$ cat config.mk
export PLATFORM = sky130hd
export DESIGN_NAME = i2c_bus_recovery
export DESIGN_NICKNAME = d
export VERILOG_FILES = /design/src/rtl/i2c_pkg.sv /design/src/rtl/i2c_sync2.sv /design/src/rtl/i2c_bus_recovery.sv
export SDC_FILE = /design/constraint.sdc
export NUM_CORES = 1
export LEC_CHECK = 0
export CAP_MARGIN = 40
export CORE_UTILIZATION = 40
export DETAILED_ROUTE_END_ITERATION = 12
export PLACE_DENSITY = 0.73
export SLEW_MARGIN = 40
export SYNTH_ARGS = -nofsm -noshare
export SYNTH_HDL_FRONTEND = slang
export SYNTH_HIERARCHICAL = 1
export SYNTH_SLANG_ARGS = --single-unit
$ cat constraint.sdc
create_clock -name sys_clk -period 1.53 [get_ports sys_clk]
set_clock_uncertainty 0.1 [all_clocks]
set_input_delay 0.306 -clock sys_clk [delete_from_list [all_inputs] [get_ports sys_clk]]
set_output_delay 0.306 -clock sys_clk [all_outputs]
set_load 0.005 [all_outputs]
$ cat src/rtl/i2c_pkg.sv
// i2c_pkg: shared definitions for the I2C bus recovery block.
//   - state_e : recovery state machine encoding (3 bits)
//   - TMR_W   : width of the millisecond timer terminal count
//   - *_DEF   : default half-period, stuck time and pulse budget
package i2c_pkg;

    localparam int unsigned TMR_W               = 11;
    localparam int unsigned CLK_DIV_DEF         = 125;
    localparam int unsigned STUCK_MS_DEF        = 35;
    localparam int unsigned RECOVERY_PULSES_DEF = 9;

    typedef enum logic [2:0] {
        IDLE     = 3'd0,
        WAIT_TO  = 3'd1,
        PULSE_LO = 3'd2,
        PULSE_HI = 3'd3,
        STOP_A   = 3'd4,
        STOP_B   = 3'd5,
        STOP_C   = 3'd6,
        CHECK    = 3'd7
    } state_e;

    // SCL is pulled low during the low half of each recovery pulse and
    // during the first phase of the STOP sequence.
    function automatic logic scl_drive(input state_e st);
        return (st == PULSE_LO) || (st == STOP_A);
    endfunction

    // The supervisor is busy whenever it is actively recovering.
    function automatic logic is_busy(input state_e st);
        return (st != IDLE) && (st != WAIT_TO);
    endfunction

endpackage

$ cat src/rtl/i2c_sync2.sv
// i2c_sync2: two-flop synchroniser for an asynchronous pin level.
//   sys_clk   : clock
//   sys_rst_n : asynchronous active-low reset; both flops load RST_VAL
//   d         : asynchronous input
//   q         : synchronised output (2-cycle latency)
module i2c_sync2 #(
    parameter logic RST_VAL = 1'b1
) (
    input  logic sys_clk,
    input  logic sys_rst_n,
    input  logic d,
    output logic q
);

    logic meta_d;
    logic meta_q;
    logic sync_d;
    logic sync_q;

    // Next values of the synchroniser chain.
    always_comb begin
        meta_d = d;
        sync_d = meta_q;
    end

    // Synchroniser flops; reset to the idle-bus level.
    always_ff @(posedge sys_clk or negedge sys_rst_n) begin
        if (!sys_rst_n) begin
            meta_q <= RST_VAL;
            sync_q <= RST_VAL;
        end else begin
            meta_q <= meta_d;
            sync_q <= sync_d;
        end
    end

    assign q = sync_q;

endmodule

$ cat src/rtl/i2c_bus_recovery.sv
// i2c_bus_recovery: detects an I2C bus held low, waits STUCK_MS via an
// external millisecond timer, then clocks up to RECOVERY_PULSES SCL pulses
// and (optionally) a STOP condition to free a wedged slave.
//
// Build option: define I2C_RECOVERY_STOP_EN to generate the STOP_A/B/C
// sequence; without it PULSE_HI exits straight to CHECK and sda_oe stays 0.
//
// Ports:
//   sys_clk, sys_rst_n : clock, asynchronous active-low reset
//   scl_in, sda_in     : raw pin levels (asynchronous)
//   recover_req        : single-cycle forced recovery request (IDLE only)
//   tmr_timeout        : timeout from the millisecond timer
//   tmr_en             : timer count enable (high only in WAIT_TO)
//   tmr_size           : timer terminal count (constant STUCK_MS)
//   scl_oe, sda_oe     : 1 = drive the line low
//   busy               : high while recovering
//   recovered, fail    : one-cycle result pulses
module i2c_bus_recovery
    import i2c_pkg::*;
#(
    parameter int unsigned CLK_DIV         = CLK_DIV_DEF,
    parameter int unsigned STUCK_MS        = STUCK_MS_DEF,
    parameter int unsigned RECOVERY_PULSES = RECOVERY_PULSES_DEF
) (
    input  logic             sys_clk,
    input  logic             sys_rst_n,
    input  logic             scl_in,
    input  logic             sda_in,
    input  logic             recover_req,
    input  logic             tmr_timeout,
    output logic             tmr_en,
    output logic [TMR_W-1:0] tmr_size,
    output logic             scl_oe,
    output logic             sda_oe,
    output logic             busy,
    output logic             recovered,
    output logic             fail
);

    localparam logic [7:0] DIV_LAST  = 8'(CLK_DIV - 1);
    localparam logic [3:0] PULSE_MAX = 4'(RECOVERY_PULSES);

    logic       scl_s;
    logic       sda_s;
    logic       stuck_s;
    logic       div_last_s;
    logic [3:0] pcnt_inc_s;

    state_e     state_d,     state_q;
    logic [7:0] div_d,       div_q;
    logic [3:0] pcnt_d,      pcnt_q;
    logic       tmr_en_d,    tmr_en_q;
    logic       scl_oe_d,    scl_oe_q;
    logic       sda_oe_d,    sda_oe_q;
    logic       busy_d,      busy_q;
    logic       recovered_d, recovered_q;
    logic       fail_d,      fail_q;

    i2c_sync2 #(.RST_VAL(1'b1)) u_sync_scl (
        .sys_clk   (sys_clk),
        .sys_rst_n (sys_rst_n),
        .d         (scl_in),
        .q         (scl_s)
    );

    i2c_sync2 #(.RST_VAL(1'b1)) u_sync_sda (
        .sys_clk   (sys_clk),
        .sys_rst_n (sys_rst_n),
        .d         (sda_in),
        .q         (sda_s)
    );

    assign stuck_s    = !scl_s || !sda_s;
    assign div_last_s = (div_q == DIV_LAST);
    assign pcnt_inc_s = pcnt_q + 4'd1;

    // Next-state logic; outputs are decoded from the next state so the
    // registered outputs line up with the state they belong to.
    always_comb begin
        state_d     = state_q;
        div_d       = div_q;
        pcnt_d      = pcnt_q;
        recovered_d = 1'b0;
        fail_d      = 1'b0;

        case (state_q)
            IDLE: begin
                div_d  = 8'd0;
                pcnt_d = 4'd0;
                if (recover_req) begin
                    state_d = PULSE_LO;
                end else if (stuck_s) begin
                    state_d = WAIT_TO;
                end else begin
                    state_d = IDLE;
                end
            end
            WAIT_TO: begin
                div_d = 8'd0;
                if (!stuck_s) begin
                    state_d = IDLE;
                end else if (tmr_timeout) begin
                    pcnt_d  = 4'd0;
                    state_d = PULSE_LO;
                end else begin
                    state_d = WAIT_TO;
                end
            end
            PULSE_LO: begin
                if (div_last_s) begin
                    div_d   = 8'd0;
                    state_d = PULSE_HI;
                end else begin
                    div_d = div_q + 8'd1;
                end
            end
            PULSE_HI: begin
                if (div_last_s) begin
                    div_d  = 8'd0;
                    pcnt_d = pcnt_inc_s;
                    // Stop early once the slave has let go of SDA.
                    if (sda_s || (pcnt_inc_s == PULSE_MAX)) begin
`ifdef I2C_RECOVERY_STOP_EN
                        state_d = STOP_A;
`else
                        state_d = CHECK;
`endif
                    end else begin
                        state_d = PULSE_LO;
                    end
                end else begin
                    div_d = div_q + 8'd1;
                end
            end
`ifdef I2C_RECOVERY_STOP_EN
            STOP_A: begin
                if (div_last_s) begin
                    div_d   = 8'd0;
                    state_d = STOP_B;
                end else begin
                    div_d = div_q + 8'd1;
                end
            end
            STOP_B: begin
                if (div_last_s) begin
                    div_d   = 8'd0;
                    state_d = STOP_C;
                end else begin
                    div_d = div_q + 8'd1;
                end
            end
            STOP_C: begin
                if (div_last_s) begin
                    div_d   = 8'd0;
                    state_d = CHECK;
                end else begin
                    div_d = div_q + 8'd1;
                end
            end
`endif
            CHECK: begin
                div_d   = 8'd0;
                state_d = IDLE;
                if (scl_s && sda_s) begin
                    recovered_d = 1'b1;
                end else begin
                    fail_d = 1'b1;
                end
            end
            default: begin
                div_d   = 8'd0;
                state_d = IDLE;
            end
        endcase

        tmr_en_d = (state_d == WAIT_TO);
        scl_oe_d = scl_drive(state_d);
`ifdef I2C_RECOVERY_STOP_EN
        sda_oe_d = (state_d == STOP_A) || (state_d == STOP_B);
`else
        sda_oe_d = 1'b0;
`endif
        busy_d   = is_busy(state_d);
    end

    // State, half-period counter and pulse counter.
    always_ff @(posedge sys_clk or negedge sys_rst_n) begin
        if (!sys_rst_n) begin
            state_q <= IDLE;
            div_q   <= 8'd0;
            pcnt_q  <= 4'd0;
        end else begin
            state_q <= state_d;
            div_q   <= div_d;
            pcnt_q  <= pcnt_d;
        end
    end

    // Registered outputs; reset releases both lines immediately.
    always_ff @(posedge sys_clk or negedge sys_rst_n) begin
        if (!sys_rst_n) begin
            tmr_en_q    <= 1'b0;
            scl_oe_q    <= 1'b0;
            sda_oe_q    <= 1'b0;
            busy_q      <= 1'b0;
            recovered_q <= 1'b0;
            fail_q      <= 1'b0;
        end else begin
            tmr_en_q    <= tmr_en_d;
            scl_oe_q    <= scl_oe_d;
            sda_oe_q    <= sda_oe_d;
            busy_q      <= busy_d;
            recovered_q <= recovered_d;
            fail_q      <= fail_d;
        end
    end

    assign tmr_en    = tmr_en_q;
    assign tmr_size  = TMR_W'(STUCK_MS);
    assign scl_oe    = scl_oe_q;
    assign sda_oe    = sda_oe_q;
    assign busy      = busy_q;
    assign recovered = recovered_q;
    assign fail      = fail_q;

endmodule
==> results.tsv, run 1 <==
metric	value	unit
fin_util	0.5577	
layout_setup_ws	-0.1267	ns
dpl.hpwl	1.672	mm
post-route-min-period	1.657	ns
antenna_cells	0	
synth.most_common_cell	dfrtp_1	
die_area	3307	sq um
power_frac_clock	0.241	
place.gp.congestion	0.8004	
num_io_pins	23	
drt-total-wl	2.360	mm
xor_share	0.03553	
cp_cell_sequence	inv_1, ha_2, nand3b_1, nor2_2, nor4b_4, buf_4, o21a_1	
coreArea	2829	sq um
slowest_stage	dfrtp_1	
final_cell_mix	buf_4 (22), dfrtp_1 (19), nor2_1 (12), conb_1 (12), nand3_1 (8)	
antenna_found_initial	0	
fp_util	0.4356	
startpoint_type	flip-flop	
rows	19	
cp-end-kind	flip-flop	
edf_count	0	
p_int	0.001335	W
synth_flops	24	
cts_tree	done	
synth_stat.cells	121	
p_leak	0.7362	nW
setup_viol	2	
topCellsByArea	dfrtp_1 (41%), dfstp_2 (8.5%), buf_4 (7.3%)	
hold_class	in2async	
ys_sh_aoi	0.1157	
clock_path_buffers	2	
powerSeq	0.000856	W
combinationalPower	0.000615	W
syn_area	1232	sq um
yosys-stat-area	1232	sq um
rsz0062_at_grt	yes	
vias	936	
warnings	30	
port_buffers	10	
synthCells	121	
drive_gt1_frac	0.2968	
synth.distinct_cells	38	
slowest_delay	0.40	ns
drc_errors	2	
overflow	0	
muxShareOfSynthArea	0.01624	
seqPwrFrac	0.441	
yosysSeqAreaShare	0.4914	
pwr-share-comb	0.317	
die_height	57.51	um
r2r_cells	7	
avgSynthCellArea	10.19	sq um
status	finished with violations	
crit_path_max_fanout	2	
clkTransAtPathRegs	0.14	ns
cp_data_arrival_time	1.82	ns
startpoint	div_q[1]	
drt_first_pass_iters	9	
crit_required	1.70	ns
r2r_end	scl_oe	
yosysTopAreaCell	dfrtp_1	
via_per_inst	5.032	
ant_nets	0	
synthSimpleGateAreaFrac	0.1878	
wire_per_inst	12.69	um
die_x	57.51	um
async_flop_share	1.000	
ff2ff_setup_slack	-0.13	ns
switchingPower	0.0006049	W
top_cell_area_share	0.4061	
cap_violations	0	
grt_max_degree	25	
grt_pass1_wl	3.767	mm
area.growth.synth_to_final	28.02	%
netlist_top_cells_count	dfrtp_1 (20), nor2_1 (13), buf_4 (12)	
fin_nets	166	
finalHoldWorstSlack	0.2155	ns
htreeDepth	1	
r2r-start	div_q[1]	
top_logic_kind	simple AND/OR/NAND/NOR gates	
timing.fmax	603.6	MHz
clock_tree.root_cell	clkbuf_4	
top_power_group	registers	
crit_end	scl_oe	
drt-initial-drc-count	36	
mostFrequentLayoutCell	buf_4	
grt_pass1_vias	838	
yosysWarnings	6	
switching_share	0.3119	
ys.flop_type	dfrtp_1	
power_density	1229	nW/um^2
failed_checks	design-rule violations, negative setup slack	
final-hold-violation-count	0	
crit_type	reg2reg	
track_usage	0.1487	
report.final.slew_viol_count	0	
peakVddDrop	0.9589	mV
finalClockPeriodUsage	1.083	
synthAdderAreaFrac	0.04061	
## run 1: stage by stage
stage                     setup WS, ns  instances  total power, W  cell area, sq um  setup TNS (ns)
after floorplan                0.01352        131        0.001205              1270               0
after global placement        -0.06421        180        0.001418              1478         -0.1897
after detailed placement      -0.09746        180        0.001447              1478         -0.2711
after CTS                     -0.05862        184        0.001910              1539        -0.09629
after global routing           -0.2134        186        0.002072              1578         -0.5793
final                          -0.1267        186        0.001939              1578         -0.2403
## run 1: sequential cells by signal (all words and copies together) (netlist names)
name               flops
u_sync_sda/q           1
u_sync_scl/q           1
tmr_en                 1
recovered              1
u_sync_sda/meta_q      1
fail                   1
busy                   1
u_sync_scl/meta_q      1
scl_oe                 1
div_q                  8
state_q                3
pcnt_q                 4
## run 1: cell type report
class                           instances  area [sq um]
Inverter                                8         30.03
Sequential cell                        24         606.8
Multi-Input combinational cell         86         570.5
Timing Repair Buffer                   33         279.0
Clock inverter                          1         30.03
Clock buffer                            3         22.52
Fill cell                             238          1251
Tap cell                               31         38.79
## run 1: layer usage
layer	routed length [um]	track usage
met3	105	0.04762
met5	0	0
met2	1177	0.2309
met4	0	0.02091
met1	1077	0.2088
## run 1: worst max-delay path: cells and delay by family (launching register included)
family | cells | cell delay, ns
adder cells (fa/ha/maj) | 1 | 0.18
AND/OR/NAND/NOR | 3 | 0.59
AND-OR/OR-AND | 1 | 0.11
buffers and inverters | 2 | 0.22
flip-flops | 1 | 0.40
## run 1: repair_timing
item | in CTS | in global routing
resized | 9 | 8
buffers inserted | 0 | 2
hold buffers | 0 | 0
pin swaps | 0 | 3
setup endpoints to repair | 7 | 11
hold endpoints to repair | 0 | 0
## run 1: logic make-up after synthesis
kind of cell	after synthesis
simple gates	42
flops	24
compound gates	21
buf+inv	21
xor+xnor	5
fa+ha+maj	4
other cells	2
mux	2
### Cells colored by class, run 1

The bar under the picture is 20 um long.
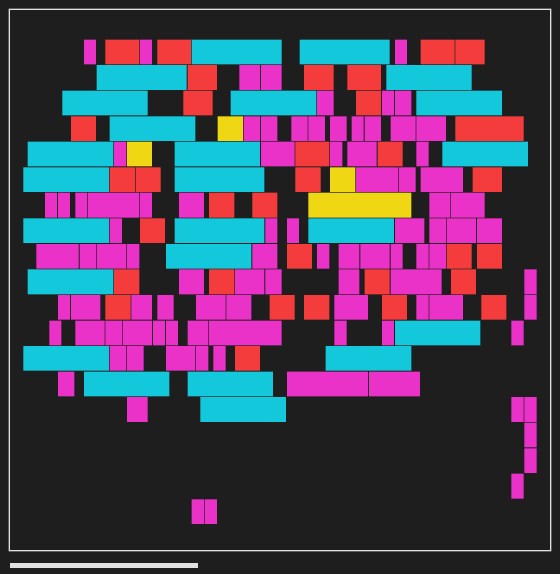
Key: other buffers and delay cells = red [cells 33]; all other logic = magenta [cells 94]; flip-flops = cyan [cells 24]; clock drivers and dummy loads = yellow [cells 4]

### Supply network, run 1

Pins as bars on the die edge. Tap cells in gray.
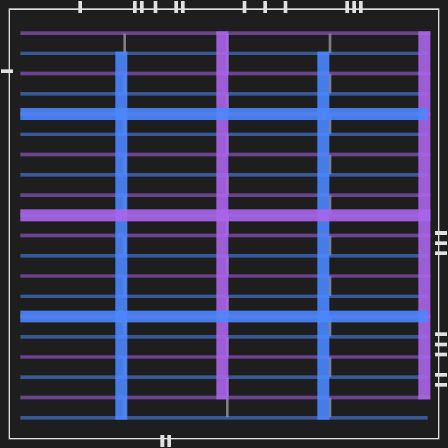
Key: VDD = purple; VSS = blue
31 tap cells. 3 straps on met5. 23 signal pins sit on the boundary. 20 met1 rails follow the rows.

### The clock network, run 1

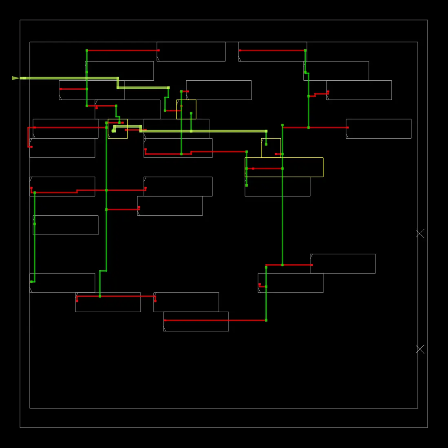
Clock group: 0.000468 W
CTS Buf Count: 3
# clk buffers: 3
clk sinks: 24
clock latency on the worst-skew pair: 0.32 ns

### Gate families picked out, run 1

The bar under the picture is 20 um long.
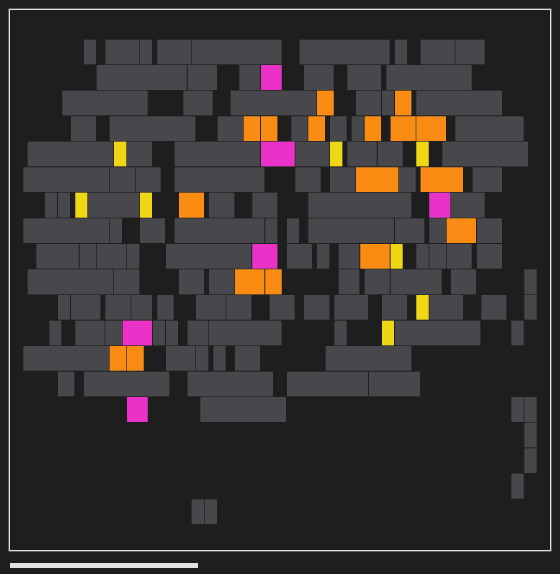
Key: inverting AOI/OAI gates = orange [cells 17]; inverters = yellow [cells 8]; AND and OR gates = magenta [cells 6]

### Clock distribution, run 1

The bar under the picture is 20 um long.
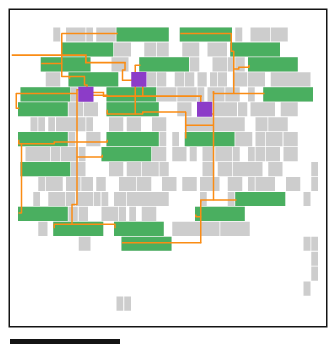

==> run 2: changes to the inputs <==
- HOLD_SLACK_MARGIN: default -> 0.05
- MAX_ROUTING_LAYER: default -> met4
### Clock distribution, run 2

The bar under the picture is 20 um long.
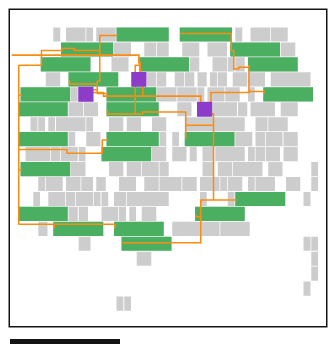
Key: flip-flops = green [count 24]; cells driving clock nets = purple [count 3]; clock wires = orange [length 285 um]
There are 4 routed clock nets.

==> run 2 against run 1 <==
Net effect: the flow still finishes with violations (design-rule violations, negative setup slack); sequential power barely moved; cell count rose by 1.1%; power rose by 1.4%; count of clock-buffer cells in the layout did not move; die size did not move; via count rose by 2.8%; synthesized area did not move; core utilization rose by 0.88 points; combinational power rose by 4.9%; routed wire length rose by 2.1%; global-route usage rose by 0.51 points; highest routed layer unchanged.
==> results.tsv, run 2 <==
metric	value	unit	change
status	finished with violations		
failed_checks	design-rule violations, negative setup slack		
die_area	3307	sq um	unchanged
mostFrequentLayoutCell	buf_4		
top_cell_area_share	0.4061		unchanged
ys.flop_type	dfrtp_1		
wire_per_inst	12.81	um	+0.99%
htreeDepth	1		unchanged
crit_end	scl_oe		
startpoint_type	flip-flop		
ff2ff_setup_slack	-0.14	ns	-0.02 ns
xor_share	0.03553		unchanged
post-route-min-period	1.674	ns	+0.01751 ns
r2r-start	div_q[1]		
peakVddDrop	0.9397	mV	-2.0%
final_cells	188		+1.1%
grt_pass1_wl	3.767	mm	unchanged
ys_sh_aoi	0.1157		unchanged
yosys-stat-area	1232	sq um	unchanged
warnings	30		unchanged
dp.cells	180		unchanged
ant_nets	0		unchanged
synth.distinct_cells	38		unchanged
track_usage	0.1538		+0.005145
avgSynthCellArea	10.19	sq um	unchanged
crit_required	1.69	ns	about the same
port_buffers	10		unchanged
top_regs	div_q x8, pcnt_q x4, state_q x3		
rows	19		unchanged
drt_first_pass_iters	8		-1
startpoint	div_q[1]		
clock_path_buffers	2		unchanged
drt-initial-drc-count	38		+5.6%
yosysTopAreaCell	dfrtp_1		
timing.fmax	597.3	MHz	-1.0%
clock_tree.root_cell	clkbuf_4		
via_per_inst	5.117		+1.7%
area.growth.synth_to_final	30.05	%	
synthAdderAreaFrac	0.04061		unchanged
clkLatencyLatePin	0.32	ns	about the same
yosysWarnings	6		unchanged
dp_worst_setup_slack	-0.09746	ns	unchanged
setup_viol	4		+2
fp_util	0.4356		unchanged
rsz0062_at_grt	yes		
topCellsByArea	dfrtp_1 (41%), dfstp_2 (8.5%), buf_4 (7.3%)		
num_io_pins	23		unchanged
async_flop_share	1.000		unchanged
clkTransAtPathRegs	0.14	ns	about the same
top_logic_kind	simple AND/OR/NAND/NOR gates		
die_x	57.51	um	unchanged
finalClockPeriodUsage	1.094		+0.01144
synth_flops	24		unchanged
edf_count	0		unchanged
cap_violations	0		unchanged
grt_pass1_vias	839		+0.12%
final-hold-violation-count	0		unchanged
top_register	div_q		
p_leak	0.7471	nW	+1.5%
hold_class	in2async		
netlist_top_cells_count	dfrtp_1 (20), nor2_1 (13), buf_4 (12)		
r2r_cells	7		unchanged
crit_path_max_fanout	2		unchanged
place.gp.congestion	0.8119		+1.4%
dpl.hpwl	1.672	mm	unchanged
report.final.slew_viol_count	0		unchanged
synthCells	121		unchanged
fin_nets	168		+1.2%
fin_util	0.5666		+0.008845
cts_inserted_buffers	3		unchanged
muxShareOfSynthArea	0.01624		unchanged
drive_gt1_frac	0.3121		+0.01533
layout_setup_ws	-0.1442	ns	-0.01751 ns
final_cell_mix	buf_4 (23), dfrtp_1 (19), nor2_1 (12), conb_1 (12), nand3_1 (8)		
cp_data_arrival_time	1.83	ns	about the same
cts_tree	done		
synthSimpleGateAreaFrac	0.1878		unchanged
die_height	57.51	um	unchanged
yosysSeqAreaShare	0.4914		unchanged
synth.most_common_cell	dfrtp_1		
synth_stat.cells	121		unchanged
drc_errors	2		unchanged
overflow	0		unchanged
r2r_end	scl_oe		
coreArea	2829	sq um	unchanged
antenna_cells	0		unchanged
cp-end-kind	flip-flop		
vias	962		+2.8%
ctsHoldBuffers	0		unchanged
antenna_found_initial	0		unchanged
drt-total-wl	2.409	mm	+2.1%
power_density	1227	nW/um^2	-0.22%
syn_area	1232	sq um	unchanged
clock_sinks	24		unchanged
crit_type	reg2reg		
largest_reg_flops	8		unchanged
grt_max_degree	25		unchanged
### Supply network, run 2

Pins as bars on the die edge. Tap cells in gray.
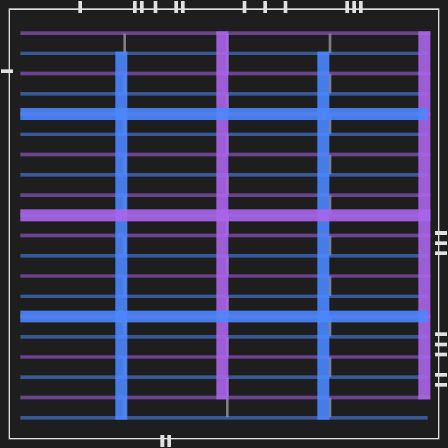
Key: VDD = purple; VSS = blue
The core has 19 rows. 23 signal pins sit on the boundary.

## run 2: netlist changes by cell type in the layout (fill, tap and decap cells not counted), sizes merged
cell	delta
buf	+2
## run 2: metrics by stage
| step | area [sq um] | TNS (ns) | power (W) | hold WS [ns] |
|---|---|---|---|---|
| 2_1_floorplan | 1270 | 0 | 0.001205 | -0.08959 |
| 6_report | 1603 | -0.2720 | 0.001966 | 0.2154 |
| 3_5_place_dp | 1478 | -0.2711 | 0.001447 | 0.2481 |
| 4_1_cts | 1539 | -0.09629 | 0.001910 | 0.2193 |
| 3_3_place_gp | 1478 | -0.1897 | 0.001418 | 0.2459 |
| 5_1_grt | 1603 | -1.019 | 0.002105 | 0.2032 |
## run 2: routing by layer
layer  track usage  wire length (um)  vias up
met2        0.2309              1235       36
li1              -                 -      463
met5             -                 0        -
met3       0.04762               133        0
met4       0.02091                 0        0
met1        0.2102              1040      463
## run 2: cell type report
type / count / area [sq um]
clock inverters: 1 / 30.03
fillers: 236 / 1226
repair buffers: 35 / 297.8
multi-input cells: 86 / 576.8
clock buffers: 3 / 22.52
inverters: 8 / 30.03
well taps: 31 / 38.79
flip-flops and latches: 24 / 606.8
## run 2: critical path, stage by stage, from the launching register on
cell	delay [ns]
dfrtp_1	0.40
inv_1	0.06
ha_2	0.19
nand3b_1	0.15
nor2_2	0.19
nor4b_4	0.26
buf_4	0.16
o21a_1	0.11
## run 2: what timing repair did
action | CTS | global route
endpoints found under the hold margin | 0 | 0
gates resized | 9 | 10
buffers inserted | 0 | 4
pin swaps | 0 | 4
setup endpoints to repair | 7 | 11
## run 2: power breakdown
group	switching, W	internal, W	leakage (nW)	total [W]
clock	0.000199	0.000265	0.0279	0.000463
sequential	0.0000985	0.000759	0.280	0.000858
combinational	0.000312	0.000333	0.439	0.000645
Power figures rest on the tool's default switching activity, not on a simulated workload.
